==> src/rtl/booth_seq_mul_pkg.sv <==
// Shared definitions for the sequential Booth multiplier.
//   state_t  : FSM encoding (IDLE -> CALC -> DONE -> IDLE)
//   MODE_*   : operand interpretation selected by mode_sgn
package booth_seq_mul_pkg;

    typedef enum logic [1:0] {
        ST_IDLE = 2'd0,
        ST_CALC = 2'd1,
        ST_DONE = 2'd2
    } state_t;

    localparam logic MODE_UNS = 1'b0;
    localparam logic MODE_SGN = 1'b1;

endpackage

==> src/rtl/booth_step.sv <==
// One radix-2 Booth iteration on {acc, q, q_m1}, N bits per register.
//   acc, q, q_m1 : current partial state
//   mcand        : multiplicand (already extended to N bits)
//   *_nxt        : state after the add/sub and the arithmetic right shift
// The add/sub is done one bit wider than acc so the shift always sees the
// true sign of the sum, whatever the operand values.
module booth_step #(
    parameter int N = 9
) (
    input  logic [N-1:0] acc,
    input  logic [N-1:0] q,
    input  logic         q_m1,
    input  logic [N-1:0] mcand,
    output logic [N-1:0] acc_nxt,
    output logic [N-1:0] q_nxt,
    output logic         q_m1_nxt
);

    logic [N:0] acc_ext;
    logic [N:0] mcand_ext;
    logic [N:0] sum;

    always_comb begin
        acc_ext   = {acc[N-1], acc};
        mcand_ext = {mcand[N-1], mcand};
        case ({q[0], q_m1})
            2'b10:   sum = acc_ext - mcand_ext;
            2'b01:   sum = acc_ext + mcand_ext;
            default: sum = acc_ext;
        endcase
        // Arithmetic shift right by one across {sum, q, q_m1}.
        acc_nxt  = sum[N:1];
        q_nxt    = {sum[0], q[N-1:1]};
        q_m1_nxt = q[0];
    end

endmodule

==> src/rtl/booth_seq_mul.sv <==
// Sequential radix-2 Booth multiplier, signed or unsigned at runtime.
//   clk, CLR            : clock, synchronous active-high reset
//   in_valid/in_ready   : operand handshake (a, b, mode_sgn)
//   out_valid/out_ready : result handshake (product, result, overflow)
//   product             : full 2W-bit product
//   result              : W-bit truncated (SAT=0) or saturated (SAT=1) product
//   overflow            : product does not fit W bits in the latched mode
//   dbg_state           : current FSM state
//
// Handshake: a transfer happens on a rising edge where valid and ready are
// both high. The producer holds its data until that edge; ready never
// depends on valid. in_ready is high exactly in IDLE, out_valid exactly in
// DONE, and data outputs hold steady while out_valid is high.
module booth_seq_mul
    import booth_seq_mul_pkg::*;
#(
    parameter int W   = 8,
    parameter bit SAT = 1'b0
) (
    input  logic             clk,
    input  logic             CLR,
    input  logic             in_valid,
    output logic             in_ready,
    input  logic             mode_sgn,
    input  logic [W-1:0]     a,
    input  logic [W-1:0]     b,
    output logic             out_valid,
    input  logic             out_ready,
    output logic [2*W-1:0]   product,
    output logic [W-1:0]     result,
    output logic             overflow,
    output logic [1:0]       dbg_state
);

    localparam int CW = $clog2(W + 2);

    state_t            state_q,    state_d;
    logic [CW-1:0]     cnt_q,      cnt_d;
    logic [W:0]        acc_q,      acc_d;
    logic [W:0]        mq_q,       mq_d;
    logic              qm1_q,      qm1_d;
    logic [W:0]        mcand_q,    mcand_d;
    logic              mode_q,     mode_d;
    logic [2*W-1:0]    product_q,  product_d;
    logic [W-1:0]      result_q,   result_d;
    logic              overflow_q, overflow_d;

    logic [W:0]        step_acc;
    logic [W:0]        step_q;
    logic              step_qm1;
    logic [2*W-1:0]    prod_new;
    logic              ovf_new;
    logic              unused_acc_top;

    booth_step #(.N(W + 1)) u_step (
        .acc      (acc_q),
        .q        (mq_q),
        .q_m1     (qm1_q),
        .mcand    (mcand_q),
        .acc_nxt  (step_acc),
        .q_nxt    (step_q),
        .q_m1_nxt (step_qm1)
    );

    // The W+1 x W+1 product is 2W+2 bits; its top two bits are redundant
    // because both operand kinds fit in 2W bits.
    assign prod_new       = {step_acc[W-2:0], step_q};
    assign unused_acc_top = ^step_acc[W:W-1];

    always_comb begin
        if (mode_q == MODE_SGN)
            ovf_new = !((&prod_new[2*W-1:W-1]) || !(|prod_new[2*W-1:W-1]));
        else
            ovf_new = |prod_new[2*W-1:W];
    end

    always_comb begin
        state_d    = state_q;
        cnt_d      = cnt_q;
        acc_d      = acc_q;
        mq_d       = mq_q;
        qm1_d      = qm1_q;
        mcand_d    = mcand_q;
        mode_d     = mode_q;
        product_d  = product_q;
        result_d   = result_q;
        overflow_d = overflow_q;

        case (state_q)
            ST_IDLE: begin
                if (in_valid) begin
                    mode_d  = mode_sgn;
                    mcand_d = {(mode_sgn == MODE_SGN) ? a[W-1] : 1'b0, a};
                    mq_d    = {(mode_sgn == MODE_SGN) ? b[W-1] : 1'b0, b};
                    acc_d   = '0;
                    qm1_d   = 1'b0;
                    cnt_d   = CW'(W + 1);
                    state_d = ST_CALC;
                end
            end
            ST_CALC: begin
                acc_d = step_acc;
                mq_d  = step_q;
                qm1_d = step_qm1;
                cnt_d = cnt_q - CW'(1);
                if (cnt_q == CW'(1)) begin
                    state_d    = ST_DONE;
                    product_d  = prod_new;
                    overflow_d = ovf_new;
                    if (SAT && ovf_new) begin
                        if (mode_q == MODE_UNS)
                            result_d = {W{1'b1}};
                        else if (prod_new[2*W-1])
                            result_d = {1'b1, {(W-1){1'b0}}};
                        else
                            result_d = {1'b0, {(W-1){1'b1}}};
                    end else begin
                        result_d = prod_new[W-1:0];
                    end
                end
            end
            ST_DONE: begin
                if (out_ready)
                    state_d = ST_IDLE;
            end
            default: state_d = ST_IDLE;
        endcase
    end

    always_ff @(posedge clk) begin
        if (CLR) begin
            state_q    <= ST_IDLE;
            cnt_q      <= '0;
            acc_q      <= '0;
            mq_q       <= '0;
            qm1_q      <= 1'b0;
            mcand_q    <= '0;
            mode_q     <= MODE_UNS;
            product_q  <= '0;
            result_q   <= '0;
            overflow_q <= 1'b0;
        end else begin
            state_q    <= state_d;
            cnt_q      <= cnt_d;
            acc_q      <= acc_d;
            mq_q       <= mq_d;
            qm1_q      <= qm1_d;
            mcand_q    <= mcand_d;
            mode_q     <= mode_d;
            product_q  <= product_d;
            result_q   <= result_d;
            overflow_q <= overflow_d;
        end
    end

    assign in_ready  = (state_q == ST_IDLE);
    assign out_valid = (state_q == ST_DONE);
    assign product   = product_q;
    assign result    = result_q;
    assign overflow  = overflow_q;
    assign dbg_state = state_q;

endmodule

==> config.mk <==
export PLATFORM = sky130hd
export DESIGN_NAME = booth_seq_mul
export DESIGN_NICKNAME = d
export VERILOG_FILES = /design/src/rtl/booth_seq_mul_pkg.sv /design/src/rtl/booth_step.sv /design/src/rtl/booth_seq_mul.sv
export SDC_FILE = /design/constraint.sdc
export NUM_CORES = 1
export LEC_CHECK = 0
export CORE_AREA = 2 2 75 77
export DETAILED_ROUTE_END_ITERATION = 16
export DIE_AREA = 0 0 77 79
export GPL_TIMING_DRIVEN = 0
export PLACE_DENSITY = 0.83
export SKIP_CTS_REPAIR_TIMING = 1
export SLEW_MARGIN = 10
export SYNTH_ARGS = -nofsm -noshare
export SYNTH_HDL_FRONTEND = slang
export SYNTH_SLANG_ARGS = --single-unit
==> constraint.sdc <==
create_clock -name clk -period 6.8 [get_ports clk]
set_input_delay 1.36 -clock clk [delete_from_list [all_inputs] [get_ports clk]]
set_output_delay 1.36 -clock clk [all_outputs]
set_load 0.01 [all_outputs]
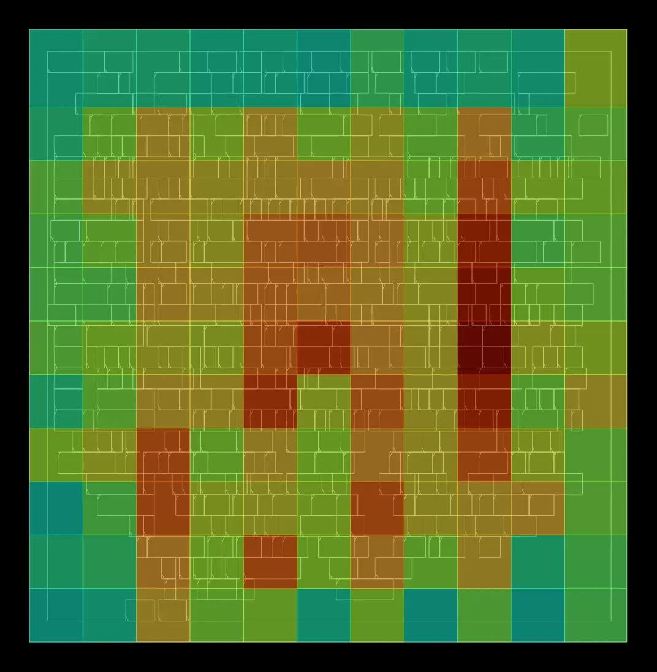
Fig. 1. Congestion heat map (run 1).
Top Usage Layer GRT: met2
met1 Usage GRT: 0.311
fin util: 0.668

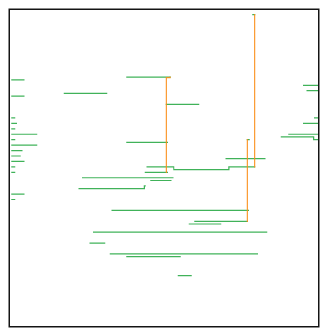
Fig. 2. Signal wires by layer (run 1).
Drawn at 4 px/µm. Two of the layers only.
- metal 4: orange (wire length 83.2 µm)
- metal 3: green (wire length 345 µm)

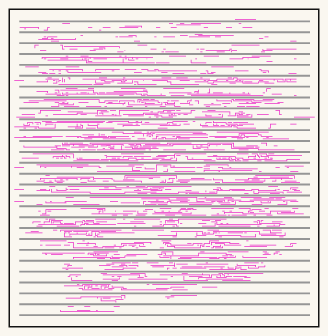
Fig. 3. M1 wires (run 1).
Drawn at 4 px/µm. Supply wires on this layer in gray.
- main direction: horizontal
- share of all routed wire: 47%
- longest straight run: 31.7 µm
- nets with wire on the layer: 425
- wire length on this layer: 3,300 µm

==> results.txt, run 1 <==
flow finished, numbers: Fin. Hold Viols=0, post-synth top area share=0.360, dpl hpwl=5270 µm, final cell count without fillers=501, CP required=7.02 ns, Storage cell area=0.00104 mm², Placed Area=0.00347 mm², Largest register FFs=16, FILL cells=496, Remaining Overflow, GRT=0, Top non-seq family=simple AND/OR/NAND/NOR gates, number of cells on the critical path=11, Commonest cells post-synth=64 x nand2_1, 56 x nor2_1, 52 x dfxtp_1, 36 x a21oi_1, 18 x clkbuf_1, drt first pass iters=4, floorplan net count=408, switching power=0.000256 W, CTS sink count=52, Cell Chain, Critical Path=inv_1 -> ha_1 -> clkbuf_1 -> mux2_2 -> ha_1 -> a211oi_1 -> o21ai_1 -> xor2_1 -> mux2i_1 -> nand4_1 -> o311a_1, Crit-path slowest cell=mux2_2, power consumption=0.000748 W, yosys simple share=0.262, Leak=1.37 nW, DRC=0, synthesized area per cell=7.77 µm², Int Pwr=0.000492 W, buffer share of cell area=0.179, first-pass GRT wire length=11,600 µm, Max Clk Rate=317 MHz, CP max FO=10, xor+xnor area frac=0.0364, GPL Wtd Cong=0.859, Met1 Routed Length=3300 µm, Commonest Layout Cell=nand2_1, Reg2Reg Depth=11, Die X-Extent=77 µm, clock buffers=5, Routed Antenna Nets=0, die height=79 µm, outcome=complete, no violations, Synth Seq Share=0.360, crit end category=register, row count=27
## Run 2: what changed since run 1
CORE_AREA = 2 2 81 83   (was 2 2 75 77)
DIE_AREA = 0 0 83 85   (was 0 0 77 79)
PLACE_DENSITY = 0.75   (was 0.83)
clock period = 2.8 ns   (was 6.8 ns; I/O delays follow)
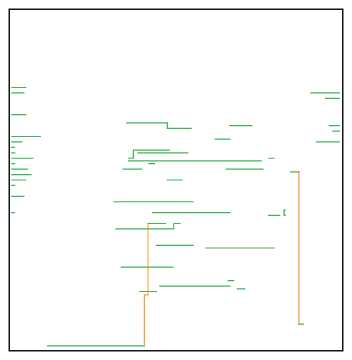
Fig. 4. Signal wires by layer (run 2).
Drawn at 4 px/µm. Two of the layers only.
- metal 3: green (wire length 325 µm)
- metal 4: orange (wire length 69.6 µm)

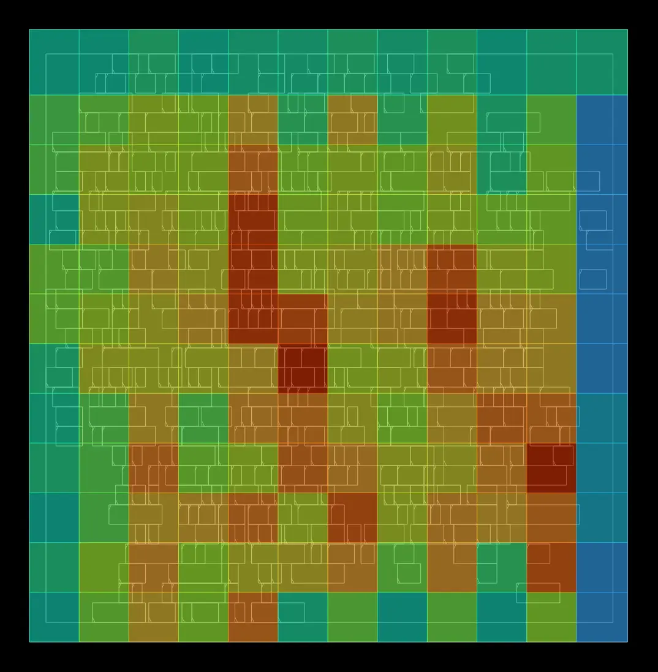
Fig. 5. Congestion heat map (run 2).
fin util: 0.609
Avg WL per Cell: 14.8 µm
met1 Usage GRT: 0.269
grt met3 use: 0.0282
GRT Util Overall: 0.198

==> results.txt, run 2 <==
flow finished, numbers: Leak=1.44 nW (was 1.37 nW), die height=85 µm (was 79 µm), Fin. Hold Viols=0 (unchanged), buffer share of cell area=0.190 (was 0.179), CP required=3.00 ns (was 7.02 ns), Die X-Extent=83 µm (was 77 µm), CP max FO=5 (was 10), Max Clk Rate=360 MHz (was 317 MHz), drt first pass iters=4 (unchanged), Storage cell area=0.00104 mm² (about the same), yosys simple share=0.262 (unchanged), clock buffers=5 (unchanged), CTS sink count=52 (unchanged), xor+xnor area frac=0.0364 (unchanged), DRC=0 (unchanged), first-pass GRT wire length=11,700 µm (was 11,600 µm), row count=29 (was 27), Remaining Overflow, GRT=0 (unchanged), Reg2Reg Depth=11 (unchanged), Placed Area=0.00348 mm² (was 0.00347 mm²), Met1 Routed Length=3370 µm (was 3300 µm), crit end category=register (unchanged), Synth Seq Share=0.360 (unchanged), outcome=complete, no violations (unchanged), post-synth top area share=0.360 (unchanged), final cell count without fillers=515 (was 501), dpl hpwl=5380 µm (was 5270 µm), number of cells on the critical path=11 (unchanged), Int Pwr=0.00125 W (was 0.000492 W), Commonest Layout Cell=nand2_1 (unchanged), Largest register FFs=16 (unchanged)
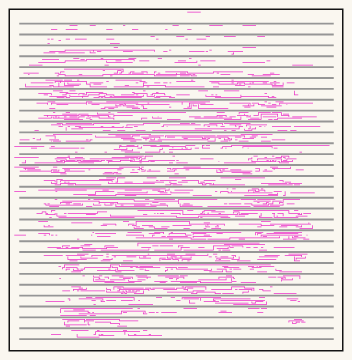
Fig. 6. M1 wires (run 2).
Drawn at 4 px/µm. Supply wires on this layer in gray.
- main direction: horizontal
- share of all routed wire: 44%

Power figures rest on the tool's default switching activity, not on a simulated workload.
